## config.mk

```make
export PLATFORM = sky130hd
export DESIGN_NAME = known_ch_table
export DESIGN_NICKNAME = d
export VERILOG_FILES = /design/src/rtl/known_ch_table.sv
export SDC_FILE = /design/constraint.sdc
export NUM_CORES = 1
export LEC_CHECK = 0
export CAP_MARGIN = 0
export CORE_MARGIN = 4
export CORE_UTILIZATION = 30
export CTS_CLUSTER_SIZE = 25
export DETAILED_ROUTE_END_ITERATION = 10
export GPL_TIMING_DRIVEN = 1
export PLACE_DENSITY = 0.54
export SYNTH_ARGS = -nofsm -noshare
export SYNTH_HDL_FRONTEND = slang
export SYNTH_SLANG_ARGS = --single-unit
export TNS_END_PERCENT = 20
```

## constraint.sdc

```tcl
create_clock -name clk -period 8.8 [get_ports clk]
set_clock_uncertainty 0.2 [all_clocks]
set_input_delay 1.32 -clock clk [delete_from_list [all_inputs] [get_ports clk]]
set_output_delay 1.32 -clock clk [all_outputs]
set_load 0.05 [all_outputs]
```

## src/rtl/known_ch_table.sv

```systemverilog
// rtl/known_ch_table.sv - known cluster-head table: scans, updates and selects the best advertised CH
module known_ch_table #(
  parameter int WORD_WIDTH = 16,
  parameter int DEPTH      = 8
) (
  input  logic                         clk,
  input  logic                         nrst,
  input  logic                         en_KCH,
  input  logic                         HB_reset,
  input  logic [WORD_WIDTH-1:0]        HB_CHlimit,
  input  logic [WORD_WIDTH-1:0]        fCH_ID,
  input  logic [WORD_WIDTH-1:0]        fCH_Hops,
  input  logic [WORD_WIDTH-1:0]        fCH_QValue,
  output logic                         busy,
  output logic                         kch_drop,
  output logic                         kch_valid,
  output logic [WORD_WIDTH-1:0]        chosenCH,
  output logic [WORD_WIDTH-1:0]        hopsfromCH,
  output logic [WORD_WIDTH-1:0]        chosenQValue,
  output logic [$clog2(DEPTH+1)-1:0]   kch_count,
  output logic                         kch_full
);

  localparam int IW = $clog2(DEPTH);
  localparam int CW = $clog2(DEPTH+1);

  typedef enum logic [1:0] {IDLE, LOOKUP, UPDATE, SELECT} state_t;

  state_t                state;
  logic [IW-1:0]         idx;
  logic [DEPTH-1:0]      slot_valid;
  logic [WORD_WIDTH-1:0] slot_id   [DEPTH];
  logic [WORD_WIDTH-1:0] slot_hops [DEPTH];
  logic [WORD_WIDTH-1:0] slot_q    [DEPTH];
  logic [CW-1:0]         count;
  logic [WORD_WIDTH-1:0] limit_q;
  logic [CW-1:0]         eff_limit;

  logic [WORD_WIDTH-1:0] new_id, new_hops, new_q;
  logic                  match_found, worst_found, best_found;
  logic [IW-1:0]         match_idx, worst_idx;
  logic [WORD_WIDTH-1:0] worst_q, worst_hops;
  logic [WORD_WIDTH-1:0] best_id, best_hops, best_q;

  logic accept, id_hit, take_worst, take_best;

  assign kch_count = count;

  always_comb begin
    eff_limit  = (limit_q >= WORD_WIDTH'(DEPTH)) ? CW'(DEPTH) : CW'(limit_q);
    kch_full   = (count == eff_limit);
    accept     = (state == IDLE) && en_KCH && !HB_reset && (fCH_Hops != '1);
    id_hit     = slot_valid[idx] && (slot_id[idx] == new_id);
    // Worst: lowest Q, then higher hops, then later index (>= lets later slots win ties)
    take_worst = slot_valid[idx] &&
                 (!worst_found || (slot_q[idx] < worst_q) ||
                  ((slot_q[idx] == worst_q) && (slot_hops[idx] >= worst_hops)));
    // Best: highest Q, then fewer hops, then earlier index (strict compare keeps earlier slot)
    take_best  = slot_valid[idx] &&
                 (!best_found || (slot_q[idx] > best_q) ||
                  ((slot_q[idx] == best_q) && (slot_hops[idx] < best_hops)));
  end

  always_ff @(posedge clk) begin
    if (!nrst) begin
      state        <= IDLE;
      idx          <= '0;
      slot_valid   <= '0;
      count        <= '0;
      limit_q      <= '0;
      busy         <= 1'b0;
      kch_drop     <= 1'b0;
      kch_valid    <= 1'b0;
      chosenCH     <= '0;
      hopsfromCH   <= '1;
      chosenQValue <= '0;
      match_found  <= 1'b0;
      worst_found  <= 1'b0;
      best_found   <= 1'b0;
    end else if (HB_reset) begin
      state        <= IDLE;
      idx          <= '0;
      slot_valid   <= '0;
      count        <= '0;
      limit_q      <= HB_CHlimit;
      busy         <= 1'b0;
      kch_drop     <= en_KCH;
      kch_valid    <= 1'b0;
      chosenCH     <= '0;
      hopsfromCH   <= '1;
      chosenQValue <= '0;
      match_found  <= 1'b0;
      worst_found  <= 1'b0;
      best_found   <= 1'b0;
    end else begin
      kch_drop <= en_KCH && !accept;
      case (state)
        IDLE: begin
          if (accept) begin
            new_id      <= fCH_ID;
            new_hops    <= fCH_Hops;
            new_q       <= fCH_QValue;
            match_found <= 1'b0;
            worst_found <= 1'b0;
            idx         <= '0;
            busy        <= 1'b1;
            state       <= LOOKUP;
          end
        end
        LOOKUP: begin
          if (id_hit) begin
            match_found <= 1'b1;
            match_idx   <= idx;
          end
          if (take_worst) begin
            worst_found <= 1'b1;
            worst_idx   <= idx;
            worst_q     <= slot_q[idx];
            worst_hops  <= slot_hops[idx];
          end
          if (idx == IW'(DEPTH-1)) begin
            idx   <= '0;
            state <= UPDATE;
          end else begin
            idx <= idx + 1'b1;
          end
        end
        UPDATE: begin
          if (match_found) begin
            slot_hops[match_idx] <= new_hops;
            slot_q[match_idx]    <= new_q;
          end else if (count < eff_limit) begin
            // Entries are never removed individually, so occupied slots are always 0..count-1
            slot_valid[IW'(count)] <= 1'b1;
            slot_id[IW'(count)]    <= new_id;
            slot_hops[IW'(count)]  <= new_hops;
            slot_q[IW'(count)]     <= new_q;
            count                  <= count + 1'b1;
          end else if (worst_found && (new_q > worst_q)) begin
            slot_id[worst_idx]   <= new_id;
            slot_hops[worst_idx] <= new_hops;
            slot_q[worst_idx]    <= new_q;
          end else begin
            kch_drop <= 1'b1;
          end
          best_found <= 1'b0;
          idx        <= '0;
          state      <= SELECT;
        end
        SELECT: begin
          if (take_best) begin
            best_found <= 1'b1;
            best_id    <= slot_id[idx];
            best_hops  <= slot_hops[idx];
            best_q     <= slot_q[idx];
          end
          if (idx == IW'(DEPTH-1)) begin
            if (take_best) begin
              chosenCH     <= slot_id[idx];
              hopsfromCH   <= slot_hops[idx];
              chosenQValue <= slot_q[idx];
            end else if (best_found) begin
              chosenCH     <= best_id;
              hopsfromCH   <= best_hops;
              chosenQValue <= best_q;
            end else begin
              chosenCH     <= '0;
              hopsfromCH   <= '1;
              chosenQValue <= '0;
            end
            kch_valid <= (count != '0);
            busy      <= 1'b0;
            idx       <= '0;
            state     <= IDLE;
          end else begin
            idx <= idx + 1'b1;
          end
        end
        default: state <= IDLE;
      endcase
    end
  end

endmodule

```

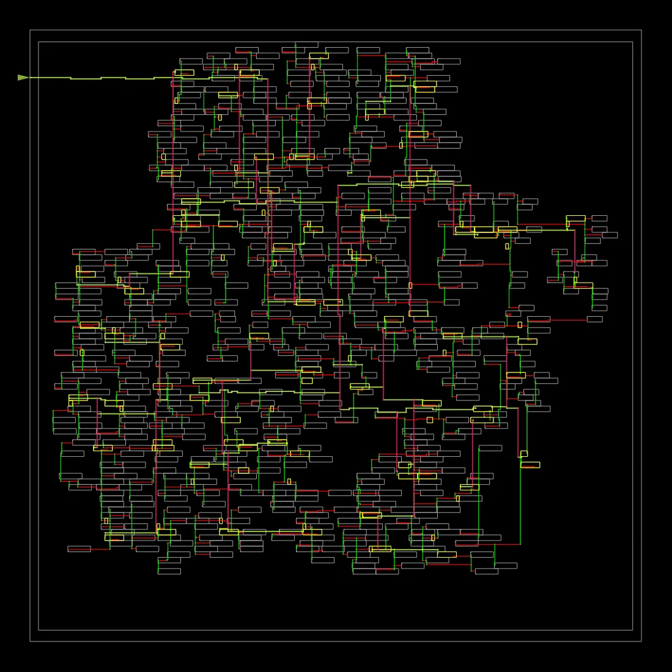
Run 1: clock wiring as the flow saved it
Latency at later pin: 0.62 ns
# clock sinks: 608
clock-net power: 0.00270 W
CTS Buf Count: 68
flop count: 608

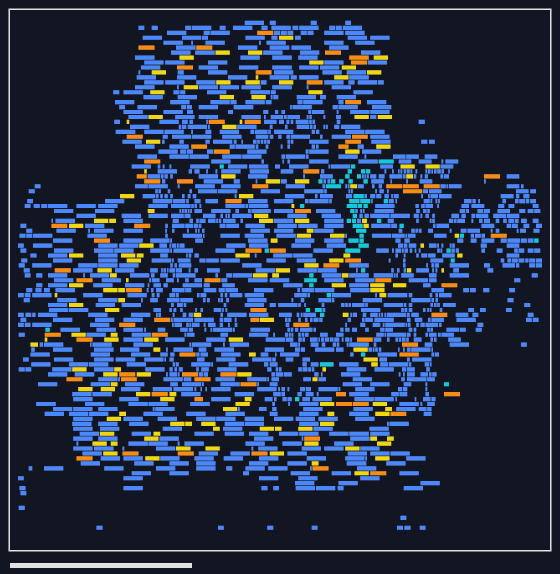
Run 1: cells by drive strength
The bar under the picture is 100 um long.
Cyan marks drive 3 to 4, cells 53, share 3.0%. Orange marks drive 6 and up, cells 79, share 4.5%. Yellow marks drive 2, cells 149, share 8.6%. Blue marks drive 1 or less, cells 1461, share 84%.

==> results.cfg, run 1 <==
; flow metrics
[critical_path]
r2r_cells = 12
r2r_slack_ns = 3.44
path_buffers = 2
endpoint = hopsfromCH[0]$_SDFFE_PN1P_
crit_path_end_kind = flop
crit_type = flop to flop
critical-path-max-stage-delay_ns = 0.92

[floorplan]
boundaryPins = 124
fp_util_pct = 30.37
fp.dieH_um = 296.8
die-width_um = 296.8

[final_timing]
fin_hold_ws_ns = 0.2557
tightest_slew_ns = 1.155

[grt]
grt_pass1_wl_um = 96320

[final_layout]
instances_no_fill = 2813
seq_area_mm2 = 0.01737
fillers = 7623
nNetsFinal = 1847
fin_util_pct = 36.20
mostFrequentLayoutCell = edfxtp_1

[placement]
hpwl_um = 40800
dpl-instance-area_mm2 = 0.02768
gp_congestion = 0.8404

[synth]
ys_ff = 608
simple_gate_area_share_pct = 4.551
ys.warnings.count = 0
synth_area_per_cell_um2 = 16.36

[routing]
wire_per_inst_um = 22.89
wl_met3_um = 4826
vias = 14021

[power_and_ir_drop]
comb_power_share_pct = 1.6
switching_power_w = 0.001218

[clocking]
holdBufCountCts = 0
ctsResizeCount = 0

[run_status]
status = complete, no violations
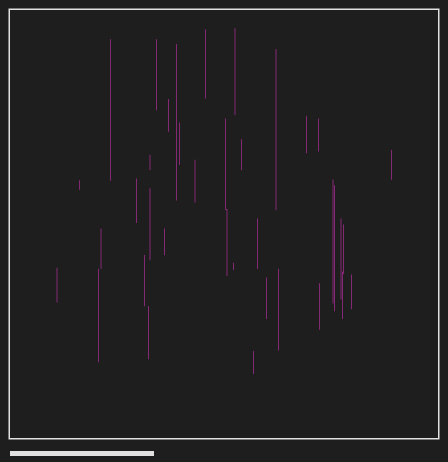
Run 1: signal wires on met4
The bar under the picture is 100 um long.
19 nets have wire on it. The wires run mostly vertical. The layer carries 1550 um of wire. The layer holds 2.4% of the routed length.

[run 1: cells in the mapped netlist (5+ instances only)]
cell type	n	area [um2]
o21ai_0	49	245.2
o21ai_1	15	75.07
nand4_1	18	112.6
a31oi_1	5	31.28
nand3_1	56	280.3
buf_1	6	22.52
a21oi_1	71	355.3
edfxtp_1	518	15550
ha_1	92	1151
mux2i_1	44	440.4
mux4_2	95	2140
a21o_1	18	135.1
dfxtp_1	90	1802
nor4_1	11	68.82
clkbuf_1	36	135.1
mux2_2	33	371.6
nor2_1	41	153.9
xor2_1	6	52.55
buf_4	6	45.04
o22ai_1	33	206.5
inv_1	96	360.4
nand2_1	31	116.4
nor3_1	8	40.04
xnor2_1	13	113.9
o21a_1	7	52.55
buf_2	22	110.1
a221o_1	16	160.2
nor2b_1	27	168.9
a211oi_1	6	45.04
[run 1: cell type report]
class / instances / share of cell area [%]
antenna: 1 / 0.008392
clock inverter: 28 / 0.8098
clock buffer: 97 / 6.353
sequential: 608 / 58.25
inverter: 97 / 1.221
multi-input combinational: 752 / 23.81
timing repair buffer: 160 / 5.060
tap: 1070 / 4.490
[run 1: logic make-up after synthesis]
| group | after synthesis |
|---|---|
| AND-OR/OR-AND | 249 |
| adder cells (fa/ha/maj) | 92 |
| AND/OR/NAND/NOR | 220 |
| multiplexers | 172 |
| XOR/XNOR | 19 |
| buffers and inverters | 169 |
| flip-flops | 608 |
[run 1: how the worst min path moves through the flow]
| stage | startpoint | endpoint | slack [ns] | cells after the start |
|---|---|---|---|---|
| finish | slot_valid[7]$_SDFFE_PN0N_ | slot_valid[7]$_SDFFE_PN0N_ | 0.26 | 2 |
| global route | slot_valid[7]$_SDFFE_PN0N_ | slot_valid[7]$_SDFFE_PN0N_ | 0.27 | 2 |
| CTS | slot_valid[7]$_SDFFE_PN0N_ | slot_valid[7]$_SDFFE_PN0N_ | 0.26 | 2 |
| detailed placement | slot_valid[7]$_SDFFE_PN0N_ | slot_valid[7]$_SDFFE_PN0N_ | 0.25 | 2 |
| global placement | slot_valid[7]$_SDFFE_PN0N_ | slot_valid[7]$_SDFFE_PN0N_ | 0.24 | 2 |
| floorplan | slot_valid[7]$_SDFFE_PN0N_ | slot_valid[7]$_SDFFE_PN0N_ | 0.22 | 2 |
[run 1: flip-flops by register name, summed over array words and instances (netlist names), 2 cells and up, named ones only]
name / count
best_hops: 16
chosenCH: 16
state: 2
hopsfromCH: 16
slot_valid: 8
worst_hops: 16
worst_idx: 3
chosenQValue: 16
match_idx: 3
kch_count: 4
new_q: 16
worst_q: 16
slot_q: 128
new_id: 16
slot_hops: 128
slot_id: 128
idx: 3
new_hops: 16
limit_q: 16
best_id: 16
best_q: 16
[run 1: tightest hold or removal path, stage by stage (launching register included)]
cell and delay (ns):
dfxtp_1 0.31, inv_1 0.05, a21oi_1 0.05
[run 1: power by group through the flow]
stage / combinational, W / sequential [W] / clock [W]
floorplan: 0.0000438 / 0.00319 / 0
global placement: 0.0000965 / 0.00319 / 0
detailed placement: 0.0000972 / 0.00320 / 0
CTS: 0.0000982 / 0.00313 / 0.00278
global route: 0.000106 / 0.00313 / 0.00289
finish: 0.0000963 / 0.00313 / 0.00270
==> inputs of run 2 (changes only) <==
==> constraint.sdc (replaced) <==
create_clock -name clk -period 5.09 [get_ports clk]
set_clock_uncertainty 0.2 [all_clocks]
set_input_delay 0.7635 -clock clk [delete_from_list [all_inputs] [get_ports clk]]
set_output_delay 0.7635 -clock clk [all_outputs]
set_load 0.05 [all_outputs]
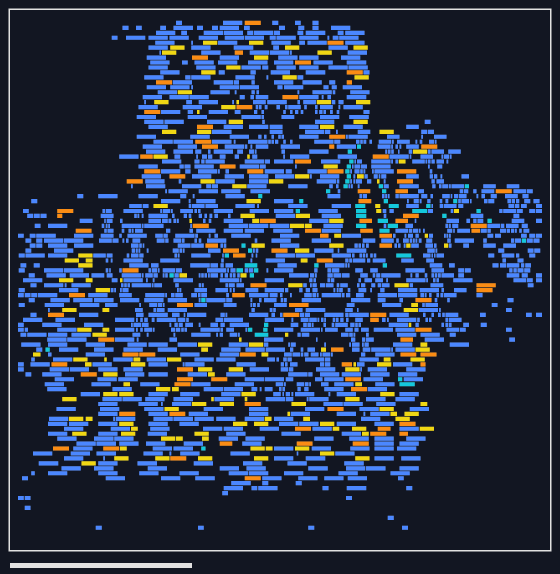
Run 2: cells by drive strength
The bar under the picture is 100 um long.
Yellow marks drive 2, cells 153, share 8.7%. Blue marks drive 1 or less, cells 1452, share 83%. Cyan marks drive 3 to 4, cells 51, share 2.9%. Orange marks drive 6 and up, cells 100, share 5.7%.
post-route setup slack: 0.3911 ns
design area: 0.03015 mm2
Area Overhead vs Synth: 20.51%
Buffers, non-clock: 173

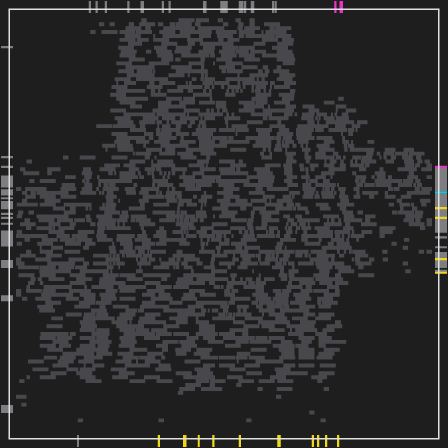
Run 2: I/O pins on the die edge
Pins as bars across the die edge, other pins in gray.
Yellow marks fCH_QValue, pins 16, direction input, edge 12 bottom, 4 right. Magenta marks kch_count, pins 4, direction output, edge 3 top, 1 right. Cyan marks nrst, pins 1, direction input, edge right.
All pins by edge: 46 right, 39 left, 26 top, 13 bottom.
die y size: 296.8 um
Horiz. Die Dim: 296.8 um
count of input and output buffers: 123

==> results.cfg, run 2 <==
; flow metrics
[run_status]
status = complete, no violations

[final_timing]
finalCriticalPeriod_ns = 4.699
slew_violations = 0
tightest_slew_ns = 1.167
fin_hold_ws_ns = 0.2586

[min_path]
hold_path_startpoint = slot_valid[7]$_SDFFE_PN0N_
holdPathEnd = slot_valid[7]$_SDFFE_PN0N_
hold_path_depth = 2

[placement]
gp_congestion = 0.7980
hpwl_um = 40610

[floorplan]
boundaryPins = 124

[final_layout]
instances_no_fill = 2826
mostFrequentLayoutCell = edfxtp_1
antenna_cells = 0
reg_top3 = slot_hops (128), slot_id (128), slot_q (128)

[synth]
top_cells_by_count = 518 x edfxtp_1, 96 x inv_1, 95 x mux4_2, 92 x ha_1, 90 x dfxtp_1
ys_ff = 608
yosys.cell_count.top_type = edfxtp_1
ys.warnings.count = 0
simple_gate_area_share_pct = 4.551
synthTopCellsByArea = edfxtp_1 62%, mux4_2 8.6%, dfxtp_1 7.2%, ha_1 4.6%, mux2i_1 1.8%
synth_area_leader_cell = edfxtp_1

[routing]
vias = 14161
wl_met2_um = 29620
wl_met3_um = 4625
wire_per_inst_um = 23.08

[clocking]
holdBufCountCts = 0
cts_buffers = 69
cts.sinks = 608

[critical_path]
crit_path_end_kind = flop
crit_type = flop to flop
r2r_cells = 12
critical-path-max-stage-delay_ns = 0.54
path_buffers = 2

[power_and_ir_drop]
p_leak_nw = 10.12

[grt]
grt_pass1_wl_um = 96870
-- run 2: tightest hold or removal path: cells and delay by family, from the launching register on --
kind                   cells  cell delay, ns
AOI/OAI and AO/OA          1            0.05
buffers and inverters      1            0.05
DFF                        1            0.31
-- run 2: worst max path at each step --
stage                                        from                            to  slack [ns]  depth (start not counted)
final                                        flop  chosenQValue[1]$_SDFFE_PN0P_        0.39                         12
after global routing                         flop  chosenQValue[1]$_SDFFE_PN0P_        0.07                         13
after CTS                                    flop     chosenCH[10]$_SDFFE_PN0P_        0.41                         13
after detailed placement                     flop     chosenCH[10]$_SDFFE_PN0P_        0.44                         13
after global placement                       flop        best_hops[7]$_DFFE_PP_        0.49                         12
after floorplan           limit_q[3]$_SDFFE_PN0P_     slot_hops[2][0]$_DFFE_PP_       -0.34                         11
-- run 2: stage by stage --
step	setup WS (ns)	TNS (ns)	util [%]	area [um2]
4_1_cts	0.4101	0	36.60	30150
5_1_grt	0.06743	0	36.60	30150
3_3_place_gp	0.4899	0	33.94	27950
2_1_floorplan	-0.3398	-53.66	-	25060
6_report	0.3911	0	36.60	30150
3_5_place_dp	0.4383	0	33.94	27950
-- run 2: layout make-up --
class | count | area (um2)
fill | 7675 | 52220
sequential | 608 | 17370
multi-input combinational | 752 | 7101
clock buffer | 99 | 1932
timing repair buffer | 173 | 1782
tap | 1070 | 1339
inverter | 97 | 364.1
clock inverter | 27 | 265.3
-- run 2: cells by family (layout without fill, tap and decap cells) --
kind of cell,after synthesis,count (layout)
muxes,172,172
DFF,608,608
AOI/OAI and AO/OA,249,249
adders and majority gates,92,92
xor gates and xnor gates,19,19
buffers and inverters,169,396
and+or+nand+nor,220,220
-- run 2: report_power, final --
group	internal [W]	switching, W	total, W
clock	0.00278	0.00203	0.00481
combinational	0.0000882	0.0000848	0.000173
sequential	0.00539	0.0000319	0.00542
total	0.00826	0.00214	0.0104
-- run 2: routing by layer --
metal / GRT usage [%] / up-vias
met5: 0 / -
met4: 3.340 / 2
met3: 3.776 / 92
met2: 22.62 / 476
met1: 20.35 / 7235
li1: - / 6356
==> inputs of run 3 (changes only) <==
--- a/config.mk
+++ b/config.mk
@@ -5,7 +5,7 @@
 export SDC_FILE = /design/constraint.sdc
 export NUM_CORES = 1
 export LEC_CHECK = 0
-export CAP_MARGIN = 0
+export CAP_MARGIN = 10
 export CORE_MARGIN = 4
 export CORE_UTILIZATION = 30
 export CTS_CLUSTER_SIZE = 25
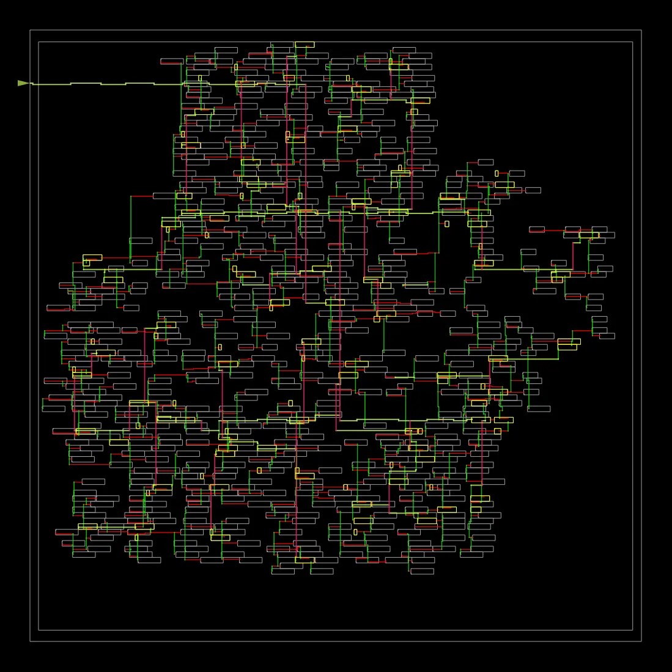
Run 3: clock wiring as the flow saved it
CLK BUF: 99
CTS Buf Count: 69
Latency at later pin: 0.61 ns
clock-net power: 0.00481 W

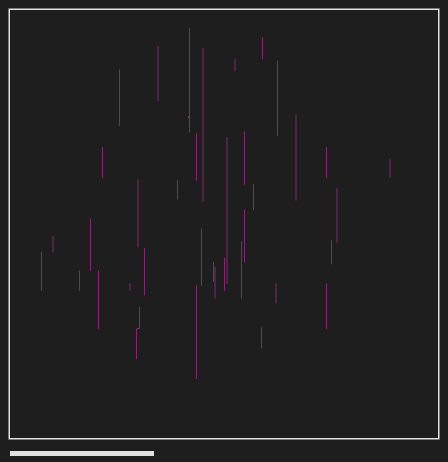
Run 3: signal wires on met4
The bar under the picture is 100 um long.
The layer holds 1.9% of the routed length. The layer carries 1250 um of wire.
Routed WL: 65210 um
via count: 14161

==> results.cfg, run 3 <==
; flow metrics
[synth]
yosys.cell_count.top_type = edfxtp_1
top_cells_by_count = 518 x edfxtp_1, 96 x inv_1, 95 x mux4_2, 92 x ha_1, 90 x dfxtp_1
ys.warnings.count = 0
synth_area_leader_cell = edfxtp_1
synthTopCellsByArea = edfxtp_1 62%, mux4_2 8.6%, dfxtp_1 7.2%, ha_1 4.6%, mux2i_1 1.8%

[final_layout]
mostFrequentLayoutCell = edfxtp_1
nNetsFinal = 1861
fillers = 7675
final-comb-area_mm2 = 0.007101
instances_no_fill = 2826
seq_area_mm2 = 0.01737

[critical_path]
crit_type = flop to flop
crit_path_end_kind = flop

[clocking]
cts.sinks = 608
ctsResizeCount = 0

[floorplan]
boundaryPins = 124

[placement]
dpl-instance-area_mm2 = 0.02795
gp_congestion = 0.7980
hpwl_um = 40610
io_buffers = 123

[power_and_ir_drop]
p_leak_nw = 10.12

[final_timing]
tightest_slew_ns = 1.167
setup_tns_ns = 0
fin_hold_ws_ns = 0.2586

[grt]
grt_pass1_wl_um = 96870

[routing]
wire_per_inst_um = 23.08

[run_status]
status = complete, no violations
run 3: worst paths after layout:
check | depth (start not counted) | slack [ns] | start | end
hold / removal | 2 | 0.26 | slot_valid[7]$_SDFFE_PN0N_ | slot_valid[7]$_SDFFE_PN0N_
setup reg to reg | 12 | 0.39 | flop | chosenQValue[1]$_SDFFE_PN0P_
setup / recovery | 12 | 0.39 | flop | chosenQValue[1]$_SDFFE_PN0P_
hold reg to reg | 2 | 0.26 | slot_valid[7]$_SDFFE_PN0N_ | slot_valid[7]$_SDFFE_PN0N_
run 3: report_power, final:
group          total, W  switching (W)  internal, W
sequential      0.00542      0.0000319      0.00539
clock           0.00481        0.00203      0.00278
combinational  0.000173      0.0000848    0.0000882
run 3: area by class of cell:
type,count,share of cell area [%]
multi-input cells,752,23.55
inverters,97,1.208
flip-flops and latches,608,57.61
clock buffers,99,6.407
repair buffers,173,5.909
well taps,1070,4.440
clock inverters,27,0.8797
run 3: critical path, cell delays in order, from the launching register on:
cell       delay, ns
dfxtp_4         0.43
buf_4           0.31
mux4_2          0.54
mux2_2          0.33
ha_1            0.21
a211o_1         0.28
a2111oi_0       0.45
and3_1          0.23
a2bb2oi_1       0.34
o22a_2          0.44
buf_4           0.46
nand3_1         0.15
a21oi_1         0.22
run 3: metal layers:
layer  vias to the layer above  routed length (um)  GRT usage, %
met1                      7235               29710         20.35
met2                       476               29620         22.62
met3                        92                4625         3.776
li1                       6356                   -             -
met4                         2                1246         3.340
met5                         -                  12             0
run 3: cell families after synthesis:
family / count (synthesis) / share of synthesized area (%)
buffers and inverters: 169 / 2.795
adder cells (fa/ha/maj): 92 / 4.601
AND-OR/OR-AND: 249 / 6.221
XOR/XNOR: 19 / 0.6651
multiplexers: 172 / 11.80
flip-flops: 608 / 69.37
AND/OR/NAND/NOR: 220 / 4.551
run 3: per-stage QoR:
| step | utilization, % | setup slack (ns) |
|---|---|---|
| after detailed placement | 33.94 | 0.4383 |
| final | 36.60 | 0.3911 |
| after global routing | 36.60 | 0.06743 |
| after CTS | 36.60 | 0.4101 |
| after global placement | 33.94 | 0.4899 |
| after floorplan | - | -0.3398 |
Power and IR drop assume default switching activity.
